### Routed clock nets over the placement, run 1

(8 px per um)
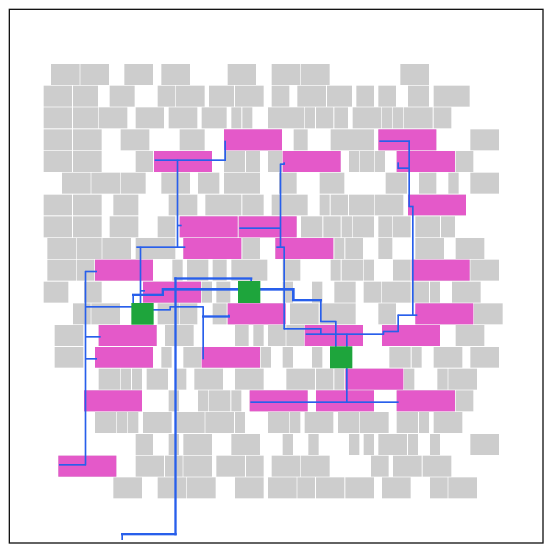
### Met3 routing, run 1

(8 px per um)
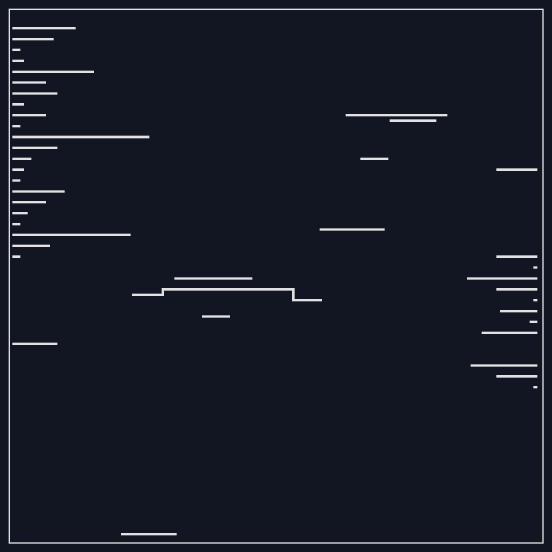
### Wiring by layer, run 1

(4 px per um)
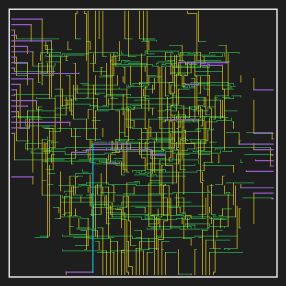
File: src/rtl/mmu_sequencer.sv
// Job sequencer: loads A/B into the matrix memory, replays them to the 2x2
// multiply array, stores the four results at C and drains them to the host.
module mmu_sequencer #(
  parameter int WIDTH = 8
) (
  input  logic             clk,
  input  logic             rst_n,
  input  logic             start,
  input  logic [WIDTH-1:0] in_data,
  input  logic             in_valid,
  output logic             in_ready,
  output logic             mem_write_en,
  output logic [3:0]       mem_write_addr,
  output logic [WIDTH-1:0] mem_data_in,
  output logic             mem_read_en,
  output logic [3:0]       mem_read_addr,
  input  logic [WIDTH-1:0] mem_data_out,
  output logic             op_valid,
  output logic [2:0]       op_index,
  output logic [WIDTH-1:0] op_data,
  input  logic             res_valid,
  input  logic [WIDTH-1:0] res_data,
  output logic             out_valid,
  input  logic             out_ready,
  output logic [WIDTH-1:0] out_data,
  output logic             busy,
  output logic             done
);
  typedef enum logic [2:0] {IDLE, LOAD, FETCH, WAIT_RES, DRAIN_RD, DRAIN_HOLD} state_t;

  state_t           state, state_nxt;
  logic [2:0]       load_cnt, fetch_cnt;
  logic [1:0]       res_cnt, out_cnt;
  logic             vld_q, hold_first;
  logic [1:0]       vld_pipe;
  logic [WIDTH-1:0] out_q;

  // Operand valid tracks the FETCH read by one cycle, matching the memory's read latency.
  assign vld_pipe = {vld_q, state == FETCH};
  assign op_valid = vld_pipe[1];
  assign op_data  = vld_pipe[1] ? mem_data_out : '0;
  assign busy     = state != IDLE;

  always_ff @(posedge clk) begin
    if (!rst_n) begin
      state      <= IDLE;
      load_cnt   <= '0;
      fetch_cnt  <= '0;
      res_cnt    <= '0;
      out_cnt    <= '0;
      vld_q      <= 1'b0;
      op_index   <= '0;
      hold_first <= 1'b0;
      out_q      <= '0;
    end else begin
      state      <= state_nxt;
      vld_q      <= vld_pipe[0];
      op_index   <= mem_read_addr[2:0];
      hold_first <= state == DRAIN_RD;
      if (state == DRAIN_HOLD && hold_first) out_q <= mem_data_out;
      case (state)
        IDLE:
          if (start) begin
            load_cnt  <= '0;
            fetch_cnt <= '0;
            res_cnt   <= '0;
            out_cnt   <= '0;
          end
        LOAD:       if (in_valid) load_cnt <= load_cnt + 3'd1;
        FETCH:      fetch_cnt <= fetch_cnt + 3'd1;
        WAIT_RES:   if (res_valid) res_cnt <= res_cnt + 2'd1;
        DRAIN_HOLD: if (out_ready && out_cnt != 2'd3) out_cnt <= out_cnt + 2'd1;
        default: ;
      endcase
    end
  end

  always_comb begin
    state_nxt      = state;
    in_ready       = 1'b0;
    mem_write_en   = 1'b0;
    mem_write_addr = '0;
    mem_data_in    = '0;
    mem_read_en    = 1'b0;
    mem_read_addr  = '0;
    out_valid      = 1'b0;
    out_data       = '0;
    done           = 1'b0;
    case (state)
      IDLE: if (start) state_nxt = LOAD;
      LOAD: begin
        in_ready = 1'b1;
        if (in_valid) begin
          mem_write_en   = 1'b1;
          mem_write_addr = {1'b0, load_cnt};
          mem_data_in    = in_data;
          if (load_cnt == 3'd7) state_nxt = FETCH;
        end
      end
      FETCH: begin
        mem_read_en   = 1'b1;
        mem_read_addr = {1'b0, fetch_cnt};
        if (fetch_cnt == 3'd7) state_nxt = WAIT_RES;
      end
      WAIT_RES:
        if (res_valid) begin
          mem_write_en   = 1'b1;
          mem_write_addr = {2'b10, res_cnt};
          mem_data_in    = res_data;
          if (res_cnt == 2'd3) state_nxt = DRAIN_RD;
        end
      DRAIN_RD: begin
        mem_read_en   = 1'b1;
        mem_read_addr = {2'b10, out_cnt};
        state_nxt     = DRAIN_HOLD;
      end
      DRAIN_HOLD: begin
        // Read data is live only in the first hold cycle; afterwards the captured copy holds it.
        out_valid = 1'b1;
        out_data  = hold_first ? mem_data_out : out_q;
        if (out_ready) begin
          if (out_cnt == 2'd3) begin
            done      = 1'b1;
            state_nxt = IDLE;
          end else begin
            state_nxt = DRAIN_RD;
          end
        end
      end
      default: state_nxt = IDLE;
    endcase
  end
endmodule

File: config.mk
export PLATFORM = sky130hd
export DESIGN_NAME = mmu_sequencer
export DESIGN_NICKNAME = d
export VERILOG_FILES = /design/src/rtl/mmu_sequencer.sv
export SDC_FILE = /design/constraint.sdc
export NUM_CORES = 1
export LEC_CHECK = 0
export CORE_MARGIN = 4
export CORE_UTILIZATION = 44
export DETAILED_ROUTE_END_ITERATION = 6
export HOLD_SLACK_MARGIN = 0.02
export PLACE_DENSITY = 0.85
export SKIP_LAST_GASP = 1
export SYNTH_ARGS = -nofsm -noshare
export SYNTH_HDL_FRONTEND = slang
export SYNTH_SLANG_ARGS = --single-unit
File: constraint.sdc
create_clock -name clk -period 3.9 [get_ports clk]
set_input_delay 0.78 -clock clk [delete_from_list [all_inputs] [get_ports clk]]
set_output_delay 0.78 -clock clk [all_outputs]
set_load 0.03 [all_outputs]
==> qor.txt, run 1 <==
flop share of the area: 23.1%
largest net degree at the start of global routing: 29
Pwr Density: 242 nW/um^2
Clk. pwr: 0.134 mW
FP Core Util: 47.8%
CTS tree: done
worst min path class: reg2reg
yosys aoi share: 19.8%
design area: 2250 um^2
chip height: 66.5 um
Worst Hold End: out_q[0]
status: finished clean
Logic pwr share: 24.0%
WL/cell: 13.3 um
Non-clock buffer share: 31.9%
critical path capture point: mem_data_in[0]
Reg area: 520 um^2
delay-heaviest family, CP: buffers and inverters
Top Layout Cells: clkdlybuf4s50_1 (71), nand2_1 (26), dfxtp_1 (26), and2_1 (17), nor2_1 (15)
setup violators final: 0
vias per cell: 5.08
r2r endpoint: out_q[2]
Log Warnings: 26
final hold viol count: 0
IO Port Bufs: 71
WS Path Type: in2out
top cells by count: dfxtp_1 (26), nand2_1 (26), and2_1 (17), nor2_1 (15), a21boi_0 (12)
clock skew: 0.000848 ns
dominant class by area: multi-input combinational cells
GR Util met1: 22.9%
Cell Area, Synth: 1510 um^2
Flop pwr share: 51.5%
Post-CTS Resized: 0
Max VDD drop: 0.195 mV
yosys stat cell total: 181
Seq share, synth: 34.5%
CP Max Fanout: 13
hold path startpoint: out_q[0]
CP cell instances: clkdlybuf4s50_1, nand4b_1, inv_1, a22o_1, clkdlybuf4s50_1
Worst-path clk slew: 0.13 ns
P_seq: 0.282 mW
-- 'Routed clock nets over the placement' (at the start) --
Key: clock wires = blue [length 285 um]; flip-flops = magenta [count 26]; clock drivers = green [count 3]
There are 4 routed clock nets.

-- 'Met3 routing' (at the start) --
The layer holds 5.8% of the routed length. The layer carries 224 um of wire. The longest straight run is 16.8 um. 42 nets have wire on it. The wires run mostly horizontal.
met3 Use GR: 3.54%
via count: 1474
Total Wirelength: 3850 um

-- 'Wiring by layer' (at the start) --
Key: metal 3 = purple [wire length 224 um]; metal 2 = yellow [wire length 1850 um]; metal 4 = cyan [wire length 32.0 um]; metal 1 = green [wire length 1750 um]

==> run 2, diff against run 1 <==
--- a/config.mk
+++ b/config.mk
@@ -6,4 +6,5 @@
 export NUM_CORES = 1
 export LEC_CHECK = 0
+export CAP_MARGIN = 15
 export CORE_MARGIN = 4
 export CORE_UTILIZATION = 44
==> constraint.sdc (replaced) <==
create_clock -name clk -period 3.9 [get_ports clk]
set_input_delay 0.585 -clock clk [delete_from_list [all_inputs] [get_ports clk]]
set_output_delay 0.585 -clock clk [all_outputs]
set_load 0.05 [all_outputs]
### Routed clock nets over the placement, run 2

(8 px per um)
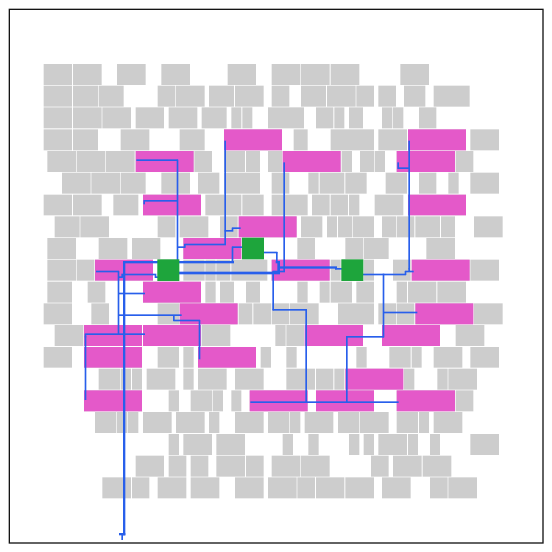
Key: clock drivers = green [count 3]; flip-flops = magenta [count 26]; clock wires = blue [length 282 um]
There are 4 routed clock nets.

### Met3 routing, run 2

(8 px per um)
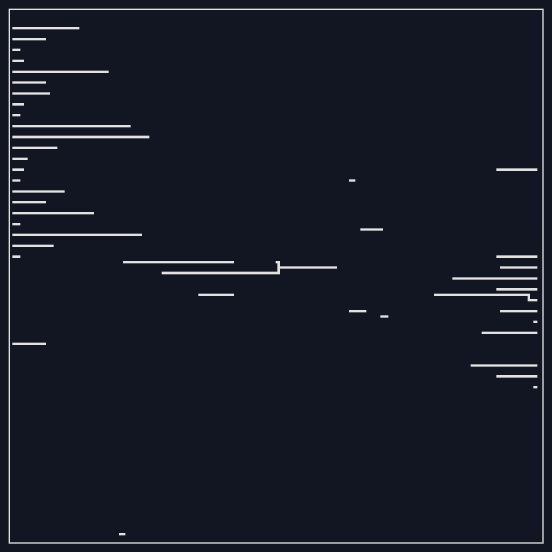
The layer carries 235 um of wire. The wires run mostly horizontal.
met3 Use GR: 4.72%
Total Wirelength: 3810 um
via count: 1473

==> run 2 against run 1 <==
Net effect: sequential power barely moved; register-to-register slack lost 0.03 ns; synthesized area unchanged; critical endpoint is now mem_data_in[1]; critical path type unchanged; die size stayed put; largest cell class unchanged; worst hold slack about the same; highest routed layer unchanged; clock skew rose by 0.0060 ns; via count about the same.
==> qor.txt, run 2 <==
status: finished clean
r2r endpoint: out_q[1]
Cell Area, Synth: 1510 um^2
Log Warnings: 26
Top Layout Cells: clkdlybuf4s50_1 (71), nand2_1 (26), dfxtp_1 (26), and2_1 (17), nor2_1 (15)
CP cell instances: clkdlybuf4s50_1, nand4b_1, inv_1, a22o_1, clkdlybuf4s50_1
Flop pwr share: 52.1%
Post-CTS Resized: 0
IO Port Bufs: 71
FP Core Util: 47.8%
WS Path Type: in2out
yosys aoi share: 19.8%
Max VDD drop: 0.225 mV
top cells by count: dfxtp_1 (26), nand2_1 (26), and2_1 (17), nor2_1 (15), a21boi_0 (12)
critical path capture point: mem_data_in[1]
CTS tree: done
setup violators final: 0
largest net degree at the start of global routing: 29
Worst-path clk slew: 0.13 ns
clock skew: 0.00689 ns
worst min path class: reg2reg
CP Max Fanout: 13
share of cells above drive strength 1: 4.08%
P_seq: 0.282 mW
first drt pass iteration count: 4
TritonCTS buffer count: 3
vias in the first global route: 1413
Reg area: 520 um^2
CTS sink count: 26
Non-clock buffer share: 32.0%
hold path startpoint: out_q[0]
GR Util met1: 22.6%
Worst Hold End: out_q[0]
yosys stat cell total: 181
final hold viol count: 0
WL/cell: 13.2 um
Logic pwr share: 27.7%
vias per cell: 5.10
Seq share, synth: 34.5%
dominant class by area: multi-input combinational cells
chip height: 66.5 um
No activity file was given, so power comes from the tool's default toggle rates.
